`src/rtl/booth_mac_accumulator.sv`:
```
// Three-stage multiply-accumulate wrapper around an external combinational Booth multiplier.
// Optional build macro MAC_SATURATE_EN clamps the accumulator on signed overflow and reports it on out_sat.
module booth_mac_accumulator #(
   parameter int ACC_W = 72,
   parameter int CNT_W = 16
) (
   input  logic                    clk,
   input  logic                    rst,
   input  logic                    in_valid,
   output logic                    in_ready,
   input  logic [31:0]             in_a,
   input  logic [31:0]             in_b,
   input  logic                    in_last,
   output logic [31:0]             mul_a,
   output logic [31:0]             mul_b,
   input  logic [63:0]             mul_p,
   output logic                    out_valid,
   input  logic                    out_ready,
   output logic [ACC_W-1:0]        out_acc,
   output logic [CNT_W-1:0]        out_count,
   output logic                    out_sat
);

   logic                    stall;
   logic                    accept;
   logic                    s1_valid;
   logic                    s1_last;
   logic                    s2_valid;
   logic                    s2_last;
   logic signed [63:0]      p_reg;
   logic signed [ACC_W-1:0] acc;
   logic [CNT_W-1:0]        count;
   logic signed [ACC_W-1:0] p_ext;
   logic signed [ACC_W-1:0] sum_raw;
   logic signed [ACC_W-1:0] sum;
   logic                    overflow;
   logic [CNT_W-1:0]        cnt_next;
   logic                    s3_fire;

   // A held result that the consumer refuses freezes the whole pipe.
   assign stall    = out_valid & ~out_ready;
   assign in_ready = ~stall;
   assign accept   = in_valid & in_ready;
   assign s3_fire  = ~stall & s2_valid;

   always_ff @(posedge clk or posedge rst) begin
      if (rst) begin
         s1_valid <= 1'b0;
         s1_last  <= 1'b0;
         mul_a    <= '0;
         mul_b    <= '0;
      end else if (!stall) begin
         s1_valid <= accept;
         s1_last  <= accept & in_last;
         if (accept) begin
            mul_a <= in_a;
            mul_b <= in_b;
         end
      end
   end

   always_ff @(posedge clk or posedge rst) begin
      if (rst) begin
         s2_valid <= 1'b0;
         s2_last  <= 1'b0;
         p_reg    <= '0;
      end else if (!stall) begin
         s2_valid <= s1_valid;
         if (s1_valid) begin
            p_reg   <= $signed(mul_p);
            s2_last <= s1_last;
         end
      end
   end

   always_comb begin
      p_ext    = ACC_W'(p_reg);
      sum_raw  = acc + p_ext;
      overflow = (acc[ACC_W-1] == p_ext[ACC_W-1]) && (sum_raw[ACC_W-1] != acc[ACC_W-1]);
      sum      = sum_raw;
`ifdef MAC_SATURATE_EN
      if (overflow) begin
         sum = acc[ACC_W-1] ? {1'b1, {(ACC_W-1){1'b0}}} : {1'b0, {(ACC_W-1){1'b1}}};
      end
`endif
      cnt_next = (&count) ? count : count + CNT_W'(1);
   end

   // The accumulator restarts from zero on the same edge a finished sum is published.
   always_ff @(posedge clk or posedge rst) begin
      if (rst) begin
         acc       <= '0;
         count     <= '0;
         out_acc   <= '0;
         out_count <= '0;
         out_valid <= 1'b0;
      end else begin
         if (out_valid && out_ready) begin
            out_valid <= 1'b0;
         end
         if (s3_fire) begin
            if (s2_last) begin
               out_acc   <= sum;
               out_count <= cnt_next;
               out_valid <= 1'b1;
               acc       <= '0;
               count     <= '0;
            end else begin
               acc   <= sum;
               count <= cnt_next;
            end
         end
      end
   end

`ifdef MAC_SATURATE_EN
   logic sat_flag;

   always_ff @(posedge clk or posedge rst) begin
      if (rst) begin
         sat_flag <= 1'b0;
         out_sat  <= 1'b0;
      end else if (s3_fire) begin
         if (s2_last) begin
            out_sat  <= sat_flag | overflow;
            sat_flag <= 1'b0;
         end else begin
            sat_flag <= sat_flag | overflow;
         end
      end
   end
`else
   assign out_sat = 1'b0;
`endif

endmodule

```
`config.mk`:
```
export PLATFORM = sky130hd
export DESIGN_NAME = booth_mac_accumulator
export DESIGN_NICKNAME = d
export VERILOG_FILES = /design/src/rtl/booth_mac_accumulator.sv
export SDC_FILE = /design/constraint.sdc
export NUM_CORES = 1
export LEC_CHECK = 0
export CORE_MARGIN = 5
export CORE_UTILIZATION = 58
export CTS_CLUSTER_SIZE = 24
export DETAILED_ROUTE_END_ITERATION = 10
export PLACE_DENSITY = 0.87
export SLEW_MARGIN = 20
export SYNTH_ARGS = -nofsm -noshare
export SYNTH_HDL_FRONTEND = slang
export SYNTH_SLANG_ARGS = --single-unit
```
`constraint.sdc`:
```
create_clock -name clk -period 24.3 [get_ports clk]
set_input_delay 4.86 -clock clk [delete_from_list [all_inputs] [get_ports clk]]
set_output_delay 4.86 -clock clk [all_outputs]
set_load 0.02 [all_outputs]
```
==> results.cfg, run 1 <==
; generated from flow reports
[layout]
lay_top_count = dfrtp_1
stdcell_area_um2 = 20410
final_util_pct = 73.88
drive_gt1_share_pct = 13.20
syn2layout_area_growth_pct = 26.50
final_cell_mix = 309 x dfrtp_1, 286 x clkdlybuf4s50_1, 256 x nand2_1, 144 x mux2_2, 104 x a21oi_1

[pwr]
seqPwrFrac_pct = 26.9
p_sw_mw = 1.430
p_leak_nw = 9.006
max-vdd-ir-drop_v = 0.00009168
power_mw = 3.253
power_frac_clock_pct = 16.5
p_int_mw = 1.823
swShare_pct = 43.96
combPwrFrac_pct = 56.7

[timing]
hold_viol = 0
worst_slack_ps = 12810
fmax_mhz = 87.01
skew_ps = 18.60
rsz0062_at_grt = false
finalCritPeriodShare_pct = 47.30
finalCriticalPeriod_ps = 11490
hold_ws_ps = 466.8
setup_viol = 0
relSlewSlack_pct = 35.14

[route]
routed_via_density = 5.969
drt_iter0_drc = 1187
drc = 0
wl_per_cell_um = 19.89

[cts]
cts.reportedPaths.clkPinSlew_ps = 60
htreeDepth = 2
ctsResizeCount = 0
cts_setup_buffers = 0
cts_tree = built
cts_buffers = 35
root_buffer = clkbuf_16

[placement]
place_inst = 2153
dp_hpwl_um = 31230
numPortBuffers = 286

[setup_path]
arrival_ps = 6630
cp.depth = 4
r2r-start = p_reg[12]
endpoint = in_ready
rr_worst_depth = 11
path_cells = clkdlybuf4s50_1 -> nor2b_1 -> clkinv_1 -> clkdlybuf4s50_1
path_max_fanout = 8
slowest_delay_ps = 650
critPathRequiredTime_ps = 19440
critical_path_buf_inv_count = 3
cp-end-kind = output port

[yosys]
synth_cells = 1561
yosys_warnings = 0
edf_count = 0
ys_cells = 1561
yosys_area_um2 = 16140
syn_area_um2 = 16140
synthArstFlopShare_pct = 100.0
synthFlopType = dfrtp_1
synth_nets = 1767

[floorplanning]
rows = 61
fp.dieH_um = 176.8
chip_area_um2 = 31260
ios = 288
die_x_um = 176.8

[global_route]
met1_usage_pct = 35.53
gr-total-overflow = 0
grt_first_pass_wirelength_um = 70850
met2_usage_pct = 47.01
antenna_found_initial = 1

[run_status]
status = finished clean

[flow_run]
warnings = 30

[min_path]
hp-start = s1_last
==> run 1: power by group through the flow <==
stage                     logic [mW]  clock network (mW)  registers [mW]
after floorplan                 1.17                   0           0.944
after global placement          1.76                   0           0.867
after detailed placement        1.81                   0           0.876
after CTS                       1.83               0.543           0.872
after global routing            2.00               0.565           0.897
final                           1.84               0.535           0.874
==> run 1: logic make-up after synthesis <==
| kind of cell | count (synthesis) | share of synthesized area [%] |
|---|---|---|
| AND/OR/NAND/NOR | 454 | 12.55 |
| AND-OR/OR-AND | 384 | 16.13 |
| flip-flops | 309 | 47.92 |
| multiplexers | 153 | 10.64 |
| buffers and inverters | 108 | 2.659 |
| XOR/XNOR | 79 | 4.373 |
| adder cells (fa/ha/maj) | 73 | 5.707 |
| other | 1 | 0.02324 |
==> run 1: routing by layer <==
| metal | vias up | part of all wire, % | routed length, um |
|---|---|---|---|
| li1 | 6060 | - | - |
| met1 | 6455 | 40 | 17610 |
| met2 | 592 | 48 | 21310 |
| met3 | 97 | 8.0 | 3535 |
| met4 | 0 | 3.5 | 1560 |
| met5 | - | 0 | 0 |
==> run 1: Yosys cell counts (all sizes together) (16+ instances only) <==
cell type	count	area share (%)
ha	72	5.6
buf	16	0.51
nand4	20	0.78
dfrtp	309	48
inv	27	0.63
xor2	38	2.1
nand2	263	6.2
xnor2	40	2.2
o21ai	90	2.9
a22o	60	3.3
nand3	25	0.78
a21o	23	1.1
nor2	56	1.3
o21bai	18	0.91
mux2	145	10
clkbuf	64	1.5
nor3	24	0.78
a21oi	106	3.3
==> run 1: layout make-up <==
cell class              instances  area [um2]
repair buffers                294        2935
clock inverters                14       156.4
multi-input cells            1144        7999
inverters                      28       112.6
clock buffers                  44        1002
fillers                      1909        7216
well taps                     378       473.0
flip-flops and latches        309        7732
diodes                          1       2.502
**Run 1: signal wires on met1**

Bar = 50 um. Supply wires on this layer in gray.
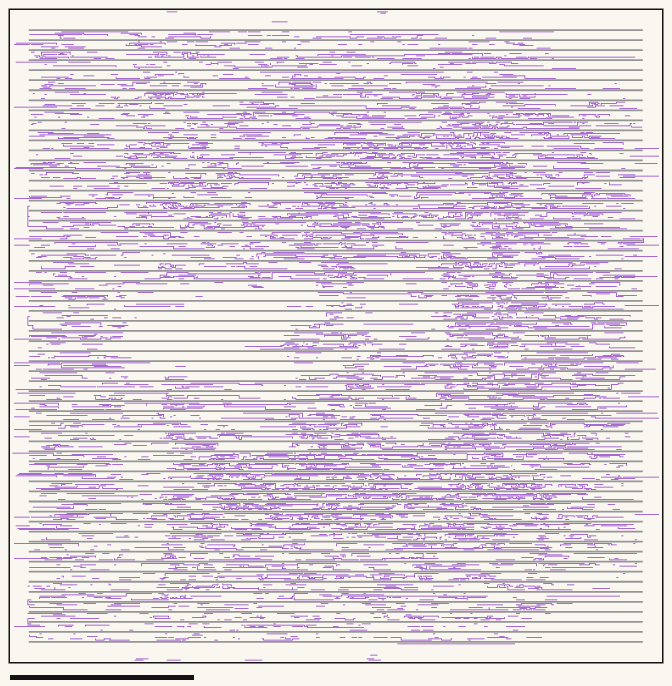
share of all routed wire: 40%
main direction: horizontal
wire length on this layer: 17600 um
longest straight run: 49.7 um

**Run 1: signal wires on met2**

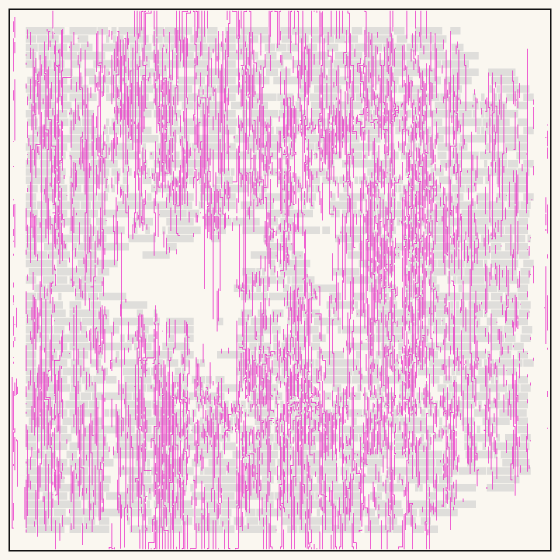
main direction: vertical
share of all routed wire: 48%
longest straight run: 71.7 um

**Run 1: met3 routing**

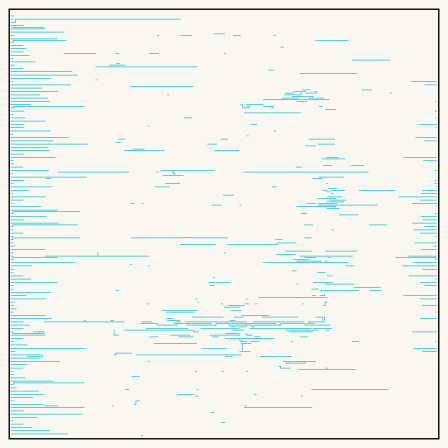
wire length on this layer: 3540 um
nets with wire on the layer: 331
main direction: horizontal
share of all routed wire: 8.0%
met3 Track Usage GR: 6.494%
total number of vias: 13200
Routed WL: 44010 um

==> run 1 -> run 2 <==
CORE_UTILIZATION = 48   (was 58)
PLACE_DENSITY = 0.77   (was 0.87)
clock period = 9.7 ns   (was 24.3 ns; I/O delays follow)
**Run 2: met3 routing**

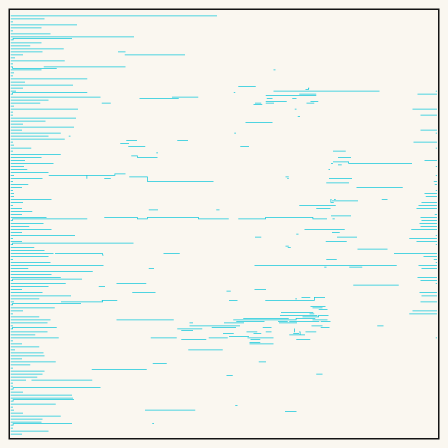
share of all routed wire: 8.2%
main direction: horizontal
wire length on this layer: 3610 um
nets with wire on the layer: 275
longest straight run: 92.9 um

**Run 2: routing congestion map**

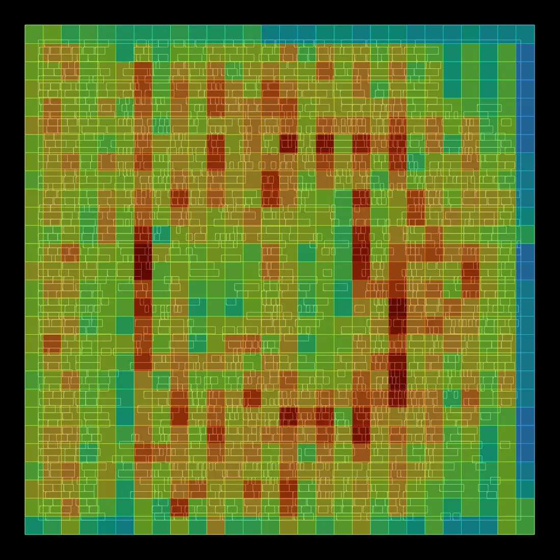
final core occ: 61.90%
met3 Track Usage GR: 7.480%
All-Layer GR Usage: 23.23%
wire per inst: 19.17 um
met2 usage: 39.04%

==> run 2 against run 1 <==
- power grew to 2.5 times the previous value
- design area rose by 1.2%
- clock skew up 2.6 ps
- clock-buffer cell count did not move
- sequential power grew 150%
- die area grew 20%
- critical path type unchanged
- combinational power up 150%
- highest routed layer is now met5
==> results.cfg, run 2 <==
; generated from flow reports
[run_status]
status = finished clean

[timing]
finalCriticalPeriod_ps = 5728
fmax_mhz = 174.6
hold_viol = 0
worst_slack_ps = 3972
finalCritPeriodShare_pct = 59.05
rsz0062_at_grt = false
setup_viol = 0

[layout]
lay_top_count = dfrtp_1
fillerInstances = 2777
drive_gt1_share_pct = 13.47

[global_route]
antenna_found_initial = 3
grt_first_pass_wirelength_um = 72140

[pwr]
seqPwrFrac_pct = 26.5
power_frac_clock_pct = 17.9
maxPowerGroup = combinational logic
p_seq_mw = 2.18
max-vdd-ir-drop_v = 0.0001797
p_leak_nw = 9.072

[route]
drc = 0
routed_via_density = 5.626

[cts]
cts_tree = built
root_buffer = clkbuf_16
cts_setup_buffers = 0
ctsResizeCount = 0
htreeDepth = 2
cts_buffers = 36

[yosys]
synthFlopType = dfrtp_1
synth_nets = 1767
yosys_area_um2 = 16140
synth_cells = 1561
edf_count = 0
top_cell_area_share_pct = 47.92
common_cells = 309 x dfrtp_1, 260 x nand2_1, 144 x mux2_2, 104 x a21oi_1, 80 x o21ai_0
yosys_warnings = 0
ys_cells = 1561
topCellsByArea = dfrtp_1 48%, mux2_2 10%, nand2_1 6.0%, ha_1 5.6%, a22o_1 3.3%

[setup_path]
critPathRequiredTime_ps = 7760
path_cells = clkdlybuf4s50_1 -> nor2b_1 -> clkinv_1 -> clkdlybuf4s50_1
critical_path_buf_inv_count = 3
r2r-start = p_reg[12]
cp-end-kind = output port
arrival_ps = 3790
path_max_fanout = 8
slowest_delay_ps = 710

[placement]
numPortBuffers = 286

[min_path]
hp-start = s1_last

[floorplanning]
fp.dieH_um = 193.4
die_x_um = 193.4
rows = 67
**Run 2: signal wires on met2**

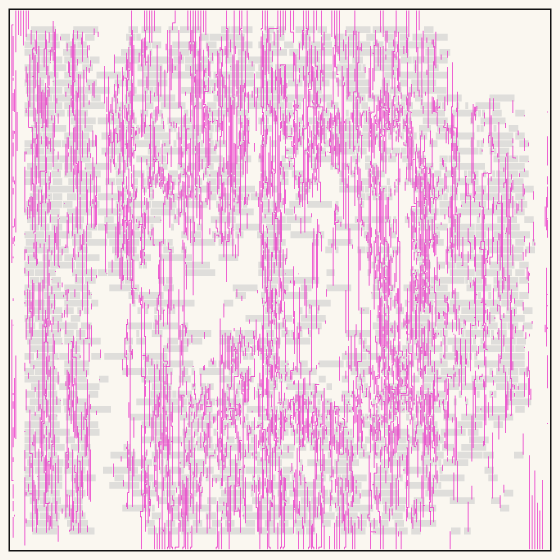
longest straight run: 89.8 um
wire length on this layer: 21.0 mm
nets with wire on the layer: 1792
share of all routed wire: 48%
total number of vias: 12880
Routed WL: 43890 um

[run 2: cell counts after synthesis]
No cell type changed its count.
[run 2: through the flow]
step / std cells / area (um2)
floorplan: 1561 / 16140
global placement: 2224 / 19350
detailed placement: 2224 / 19350
CTS: 2289 / 20650
global route: 2289 / 20650
finish: 2290 / 20650
[run 2: cell families after synthesis]
| logic type | after synthesis | synth area share [%] |
|---|---|---|
| buffers and inverters | 108 | 2.659 |
| XOR/XNOR | 79 | 4.373 |
| multiplexers | 153 | 10.64 |
| AND/OR/NAND/NOR | 454 | 12.55 |
| adder cells (fa/ha/maj) | 73 | 5.707 |
| other | 1 | 0.02324 |
| AND-OR/OR-AND | 384 | 16.13 |
| flip-flops | 309 | 47.92 |
[run 2: final cells by class]
cell class              instances  area (um2)  share of cell area (%)
well taps                     448       560.5                   2.714
multi-input cells            1144        8004                   38.76
repair buffers                295        2943                   14.25
clock buffers                  44       970.9                   4.701
flip-flops and latches        309        7732                   37.44
diodes                          1       2.502                 0.01212
clock inverters                21       330.3                   1.599
inverters                      28       108.9                  0.5271
[run 2: worst paths after layout]
kind,end,slack [ps],cells after the start
max in group asynchronous,p_reg[60],5910,4
min in group asynchronous,out_acc[28],1890,2
worst max register to register,out_acc[71],6110,11
worst min-delay path,s1_last,470,2
worst max-delay path,in_ready,3970,4
worst min register to register,s1_last,470,2
[run 2: routing by layer]
layer	vias up	routed length [um]	share of wire, %	global-route usage, %
li1	6101	-	-	-
met1	6289	18340	42	29.45
met2	421	20980	48	39.04
met3	68	3606	8.2	7.480
met4	4	933	2.1	5.507
met5	-	24	0.055	0
[run 2: tightest hold or removal path, delay by kind of cell, from the launching register on]
family        cells  cell delay [ps]
flops             1              340
simple gates      2              100
==> run 2 -> run 3 <==
clock period = 4.7 ns   (was 9.7 ns; I/O delays follow)
**Run 3: met3 routing**

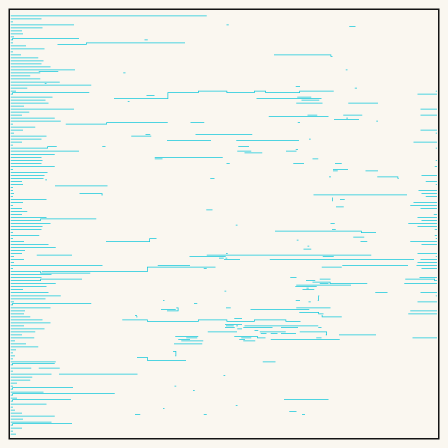
main direction: horizontal
share of all routed wire: 8.3%
wire length on this layer: 3700 um
nets with wire on the layer: 286
longest straight run: 88.3 um
Routed WL: 44550 um
met3 Track Usage GR: 7.897%
total number of vias: 12920

**Run 3: M4 wires**

Bar = 50 um. Supply wires on this layer in gray.
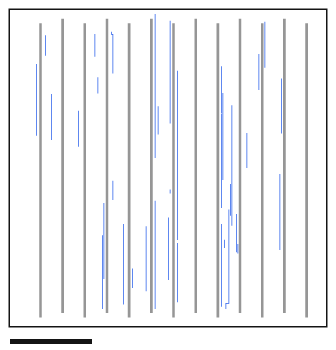
nets with wire on the layer: 28
wire length on this layer: 1300 um
share of all routed wire: 2.9%
main direction: vertical

==> run 3 against run 2 <==
- synthesized cell count stayed put
- register-to-register slack got worse by 4900 ps
- combinational power rose by 110%
- critical endpoint unchanged
- die area did not move
- worst setup slack got worse by 3000 ps
- flip-flop count stayed put
- area after synthesis is the same
- largest cell class unchanged
- clock power increased by 88%
- cell count about the same
- critical path depth stayed put
==> results.cfg, run 3 <==
; generated from flow reports
[yosys]
synth_cells = 1561
synthArstFlopShare_pct = 100.0
synth_nets = 1767
yosys_area_um2 = 16140
topCellsByArea = dfrtp_1 48%, mux2_2 10%, nand2_1 6.0%, ha_1 5.6%, a22o_1 3.3%
ys_cells = 1561
syn_area_um2 = 16140
yosys.area.top_type = dfrtp_1
synthFlopType = dfrtp_1
yosysMostFrequentCell = dfrtp_1
edf_count = 0
common_cells = 309 x dfrtp_1, 260 x nand2_1, 144 x mux2_2, 104 x a21oi_1, 80 x o21ai_0

[cts]
cts.reportedPaths.clkPinSlew_ps = 60
cts_setup_buffers = 0
root_buffer = clkbuf_16
htreeDepth = 2
ctsResizeCount = 0
cts_buffers = 36

[flow_run]
warnings = 27

[pwr]
seqPwrFrac_pct = 27.0
combPwrFrac_pct = 56.5
power_frac_clock_pct = 16.5
swShare_pct = 43.74
p_leak_nw = 9.036
power_mw = 16.70
p_sw_mw = 7.306

[layout]
drive_gt1_share_pct = 13.45
lay_top_count = dfrtp_1
n_all_inverters = 28
logic_area_um2 = 8004
layout.nonclk_buf_share_pct = 14.70
comb_cells = 1144
sh_comb_area_pct = 38.88
non_clock_buffer_count = 301
seq_area_share_pct = 37.56
n_antenna_cell = 0
syn2layout_area_growth_pct = 27.56
seq_cell_count = 309
fillerInstances = 2750

[setup_path]
r2r_setup_slack_ps = 1220
r2r-start = p_reg[18]
path_max_fanout = 8
critPathRequiredTime_ps = 3760
arrival_ps = 2790

[timing]
finalCriticalPeriod_ps = 3732
relSlewSlack_pct = 30.18
fmax_mhz = 268.0
setup_viol = 0
finalCritPeriodShare_pct = 79.40
hold_viol = 0

[global_route]
gr-total-overflow = 0
grt_first_pass_wirelength_um = 72440
antenna_found_initial = 0
met1_usage_pct = 29.37

[floorplanning]
chip_area_um2 = 37380
rows = 67

[run_status]
status = finished clean

[min_path]
hp-start = out_acc[27]
worstHoldPathCells = 2

[placement]
dp_hpwl_um = 32800

[route]
met3_length_um = 3702
top_layer = met4
**Run 3: routing congestion map**

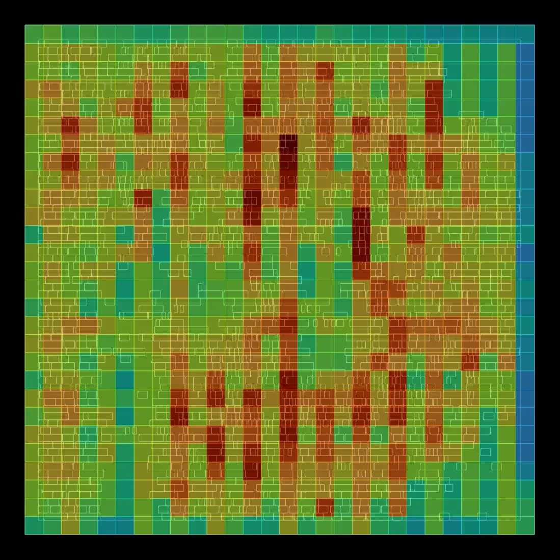
met2 usage: 38.65%
wire per inst: 19.44 um
Top Usage Layer GRT: met2
final core occ: 61.70%
All-Layer GR Usage: 23.42%

## run 3: cell counts after synthesis
Identical to the previous run, type by type.
## run 3: worst max-delay path by stage
stage | from | to | slack (ps)
2_1_floorplan | rst | acc[0] | -350
3_3_place_gp | out_ready | in_ready | 1020
3_5_place_dp | out_ready | in_ready | 970
4_1_cts | out_ready | in_ready | 950
5_1_grt | out_ready | in_ready | 820
6_report | out_ready | in_ready | 970
## run 3: cell families after synthesis
kind of cell	after synthesis	share of synthesized area, %
flip-flops	309	47.92
multiplexers	153	10.64
other	1	0.02324
XOR/XNOR	79	4.373
AND-OR/OR-AND	384	16.13
adder cells (fa/ha/maj)	73	5.707
AND/OR/NAND/NOR	454	12.55
buffers and inverters	108	2.659
## run 3: per-stage QoR
| step | cell area (um2) | cells | hold WS (ps) | setup TNS [ps] |
|---|---|---|---|---|
| 2_1_floorplan | 16140 | 1561 | 434.8 | -109060 |
| 3_3_place_gp | 19430 | 2230 | 460.4 | 0 |
| 3_5_place_dp | 19430 | 2230 | 463.7 | 0 |
| 4_1_cts | 20580 | 2292 | 478.6 | 0 |
| 5_1_grt | 20580 | 2292 | 499.8 | 0 |
| 6_report | 20580 | 2292 | 470.8 | 0 |
## run 3: power groups by stage
| stage | clock network [mW] | logic [mW] | registers, mW |
|---|---|---|---|
| 4_1_cts | 2.83 | 9.41 | 4.52 |
| 2_1_floorplan | 0 | 6.08 | 4.88 |
| 3_3_place_gp | 0 | 9.16 | 4.51 |
| 3_5_place_dp | 0 | 9.34 | 4.54 |
| 6_report | 2.76 | 9.43 | 4.51 |
| 5_1_grt | 2.95 | 10.3 | 4.64 |
## run 3: worst max-delay path: cells and delay by family
family / cells / cell delay, ps
buf+inv: 3 / 1580
simple gates: 1 / 270
No activity file was given, so power comes from the tool's default toggle rates.
